==> config.mk <==
export PLATFORM = sky130hd
export DESIGN_NAME = prog_loader_flat
export DESIGN_NICKNAME = d
export VERILOG_FILES = /design/src/rtl/prog_loader_pkg.sv /design/src/rtl/prog_loader_if.sv /design/src/rtl/prog_word_packer.sv /design/src/rtl/prog_loader.sv /design/src/flat_wrapper.sv
export SDC_FILE = /design/constraint.sdc
export NUM_CORES = 1
export LEC_CHECK = 0
export CAP_MARGIN = 15
export CORE_MARGIN = 2
export CORE_UTILIZATION = 50
export DETAILED_ROUTE_END_ITERATION = 16
export GPL_ROUTABILITY_DRIVEN = 0
export MAX_ROUTING_LAYER = met4
export PLACE_DENSITY_LB_ADDON = 0.25
export SYNTH_ARGS = -nofsm -noshare
export SYNTH_HDL_FRONTEND = slang
export SYNTH_SLANG_ARGS = --single-unit
==> constraint.sdc <==
create_clock -name PROG_CLK -period 5.65 [get_ports PROG_CLK]
set_input_delay 0.8475 -clock PROG_CLK [delete_from_list [all_inputs] [get_ports PROG_CLK]]
set_output_delay 0.8475 -clock PROG_CLK [all_outputs]
set_load 0.02 [all_outputs]
Figure 1. Gate-type map (run 1).
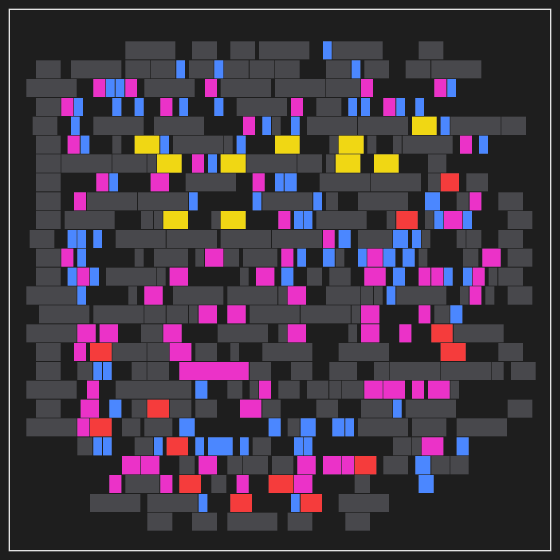
- NAND gates: blue (cells 80; where all over the die)
- inverting AOI/OAI gates: magenta (cells 69; where all over the die)
- AND-OR and OR-AND gates: red (cells 13)
- multiplexers: yellow (cells 10)
dominant logic cell type in the layout: sky130_fd_sc_hd__nand2_1
Comb/total area: 0.437
Cell Count, Final, Fillers Out: 438

Figure 2. Routed clock nets over the placement (run 1).
Scale bar: 20 um.
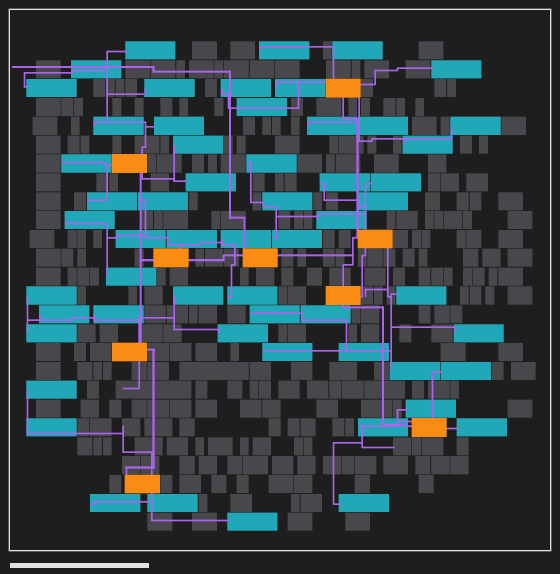
- flip-flops: cyan (count 57)
- clock wires: purple (length 736 um)
- cells driving clock nets: orange (count 9)
- routed clock nets: 10
Latency at later pin: 340 ps
fraction of power consumed by the clock network: 0.434
clock distribution power: 0.000364 W
setup clock skew after layout: 6.32 ps

Figure 3. Sequential cells colored by netlist name (run 1).
Other sequential cells in the stronger gray, the rest of the logic in the fainter gray.
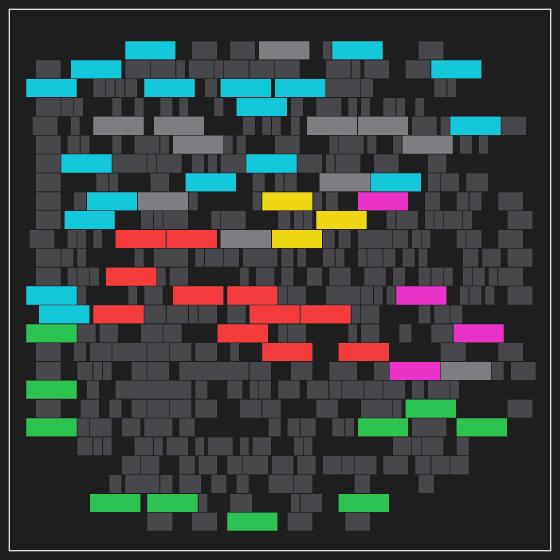
- `u_core.u_packer.word`: cyan (flops 18)
- `u_core.bus.WR_ADDR`: green (flops 10)
- `u_core.len_q`: red (flops 11)
- `u_core.len_hi_q`: yellow (flops 3)
- `u_core.state_q`: magenta (flops 4; where right middle)
- not colored: 11
register share of the cell area: 0.342
flip-flop and latch power: 0.000412 W
flip-flop and latch area: 0.00114 mm^2

==> run_results.csv <==
group,metric,value,unit
clocking,post_cts_resized,0,
yosys,netlist-cell-type-count,52,
place,dpl_worst_slack,2420,ps
clocking,worst_setup_hold_path_clk_slew,70,ps
yosys,enable_flop_cells,0,
global_routing,globalRoute.totalOverflow,0,
yosys,synth_flops,57,
min_path,min_path_type,"register to register",
yosys,postSynthNetCount,344,
flow_run,drv_cap,0,
global_routing,grt_start_max_net_pins,57,
floorplanning,die_y,77.9,um
sta,slew_at_the_pin_closest_to_its_max_slew_limit,1110,ps
layout,drive_above_1_share,0.0761,
clocking,cts_tree,"built",
layout,layout.nets,377,
yosys,synth-warning-count,0,
sta,hold_slack,452,ps
status,outcome,"complete, no violations",
min_path,number_of_cells_traversed_by_the_worst_hold_path,2,
sta,clock.fmax,284,MHz
setup_path,reg2reg_setup_slack,2480,ps
setup_path,peak_fanout_along_the_critical_path,21,
clocking,post_cts_hold_buffer_count,0,
sta,post-route-min-period,3520,ps
pwr,combPwrFrac,0.076,
setup_path,worst-r2r-cell-count,8,
floorplanning,die_area,0.00607,mm^2
sta,fin_crit_sh,0.624,
yosys,synthArstFlopShare,0,
setup_path,worstSetupEndpointType,"output pin",
yosys,synth_area_leader_cell,"sky130_fd_sc_hd__dfxtp_1",
sta,hold_viol_final,0,
sta,finalMaxSlewViolations,0,
global_routing,grt_util_all_layers,0.226,
yosys,postSynthAreaPerCell,8.25,um^2
global_routing,first_global_vias,2184,
sta,timing.max_slew.rel_slack,0.260,
sta,setup_viol,0,
pwr,cellPowerDensity,252,mW/mm^2
sta,rsz0062_at_grt,"no",
floorplanning,core_region_area,0.00520,mm^2
clocking,clock_tree.buffer_depth,2,
layout,syn_to_final_growth,22.0,%
pwr,netSwitchingFraction,0.252,
global_routing,grt_pass1_wl,10700,um
yosys,ys_seq_share,0.418,
flow_run,log.warning_count,26,
pwr,p_leak,1.16,nW
clocking,clkSinkCount,57,
layout,n_antenna_cell,0,
pwr,switching_power,0.000212,W
pwr,peakVddDrop,0.000161,V
routing,route.detailed.vias_per_inst,5.67,
clocking,post-cts-setup-buffers,0,
setup_path,path_class,"register to output pin",
sta,finalWorstSetupSlack,2130,ps
clocking,h-tree-depth,3,
setup_path,arrival_time_of_data_at_the_critical_path_endpoint,2680,ps
layout,filler_cell_count,491,
floorplanning,die_width,77.9,um
floorplanning,init_core_util,0.525,
clocking,clock_tree.root_cell,"sky130_fd_sc_hd__clkbuf_8",
clocking,cts_inserted_buffers,9,
sta,final.setup.tns,0,ps
yosys,post_synthesis_cell_area,0.00273,mm^2
place,io_buffers,45,
place,post-dp-hpwl,4180,um
yosys,yosys-top-cells-area,"sky130_fd_sc_hd__dfxtp_1 42%, sky130_fd_sc_hd__nand2_1 8.2%, sky130_fd_sc_hd__a21oi_1 6.2%",
routing,drcViolationCount,0,
routing,routed-via-count,2482,
routing,wl_per_cell,14.5,um
routing,detailedRoute.firstPassIterationCount,4,
yosys,ys_chip_area,0.00273,mm^2
place,post_dp_cell_area,0.00315,mm^2
global_routing,antenna_violations_before_repair,0,
[run 1: area by class of cell]
cell class                 count  area (um^2)  share of cell area
multi-input combinational    247         1460               0.437
sequential                    57         1140               0.342
timing repair buffer          46          453               0.136
clock buffer                   9          124              0.0372
tap                           70         87.6              0.0263
clock inverter                 6         60.1              0.0180
inverter                       3         11.3             0.00338
[run 1: layout by cell type, fill, tap and decap left out, drive strengths merged, types with 3 or more instances in the layout]
cell type / synthesis / layout
xor2: 6 / 6
nor2: 31 / 31
a22oi: 11 / 11
nand2b: 3 / 3
clkbuf: 17 / 9
nor3: 4 / 4
mux2i: 10 / 10
or2: 8 / 8
clkdlybuf4s50: 0 / 44
inv: 3 / 3
nand3: 14 / 14
o211ai: 9 / 9
o21ai: 3 / 3
clkinv: 0 / 3
a21oi: 34 / 34
a211o: 8 / 8
xnor2: 10 / 10
nand2: 61 / 61
o2111ai: 3 / 3
dfxtp: 57 / 57
[run 1: routing by layer]
metal  track usage  up-vias  routed length, um
met5             -        -                  0
met1         0.314     1174               3040
met3        0.0442       11                281
met2         0.322       67               2930
met4        0.0965        0                 99
li1              -     1230                  -
[run 1: through the flow]
stage / util / total power, W
CTS: 0.640 / 0.000842
detailed placement: 0.605 / 0.000484
floorplan: - / 0.000458
global placement: 0.605 / 0.000483
finish: 0.640 / 0.000840
global route: 0.640 / 0.000867
[run 1: cells in the mapped netlist, types with 4 or more instances]
master                      n
sky130_fd_sc_hd__nand2_1   60
sky130_fd_sc_hd__dfxtp_1   57
sky130_fd_sc_hd__a21oi_1   34
sky130_fd_sc_hd__nor2_1    31
sky130_fd_sc_hd__clkbuf_1  17
sky130_fd_sc_hd__nand3_1   13
sky130_fd_sc_hd__a22oi_1   11
sky130_fd_sc_hd__mux2i_1   10
sky130_fd_sc_hd__xnor2_1   10
sky130_fd_sc_hd__o211ai_1   9
sky130_fd_sc_hd__a211o_1    8
sky130_fd_sc_hd__xor2_1     6
sky130_fd_sc_hd__or2_2      5
sky130_fd_sc_hd__nor3_1     4
[run 1: power groups by stage]
stage	registers (W)	logic, W	clock network (W)
after floorplan	0.000417	0.0000413	0
after global placement	0.000421	0.0000622	0
after detailed placement	0.000421	0.0000633	0
after CTS	0.000412	0.0000636	0.000366
after global routing	0.000412	0.0000694	0.000385
final	0.000412	0.0000635	0.000364
[run 1: cells by family (layout without fill, tap and decap cells)]
kind of cell | after synthesis | count (layout) | share of synthesized area
AND/OR/NAND/NOR | 138 | 138 | 0.233
AND-OR/OR-AND | 82 | 82 | 0.208
flip-flops | 57 | 57 | 0.418
buffers and inverters | 27 | 64 | 0.0490
XOR/XNOR | 16 | 16 | 0.0513
multiplexers | 10 | 10 | 0.0366
adder cells (fa/ha/maj) | 1 | 1 | 0.00458
[run 1: critical path, cell delays in order, from the launching register on]
cell and delay [ps]:
sky130_fd_sc_hd__dfxtp_1 480, sky130_fd_sc_hd__nor2b_1 270, sky130_fd_sc_hd__nand3_1 570, sky130_fd_sc_hd__nor2_1 370, sky130_fd_sc_hd__clkdlybuf4s50_1 650
No activity file was given, so power comes from the tool's default toggle rates.
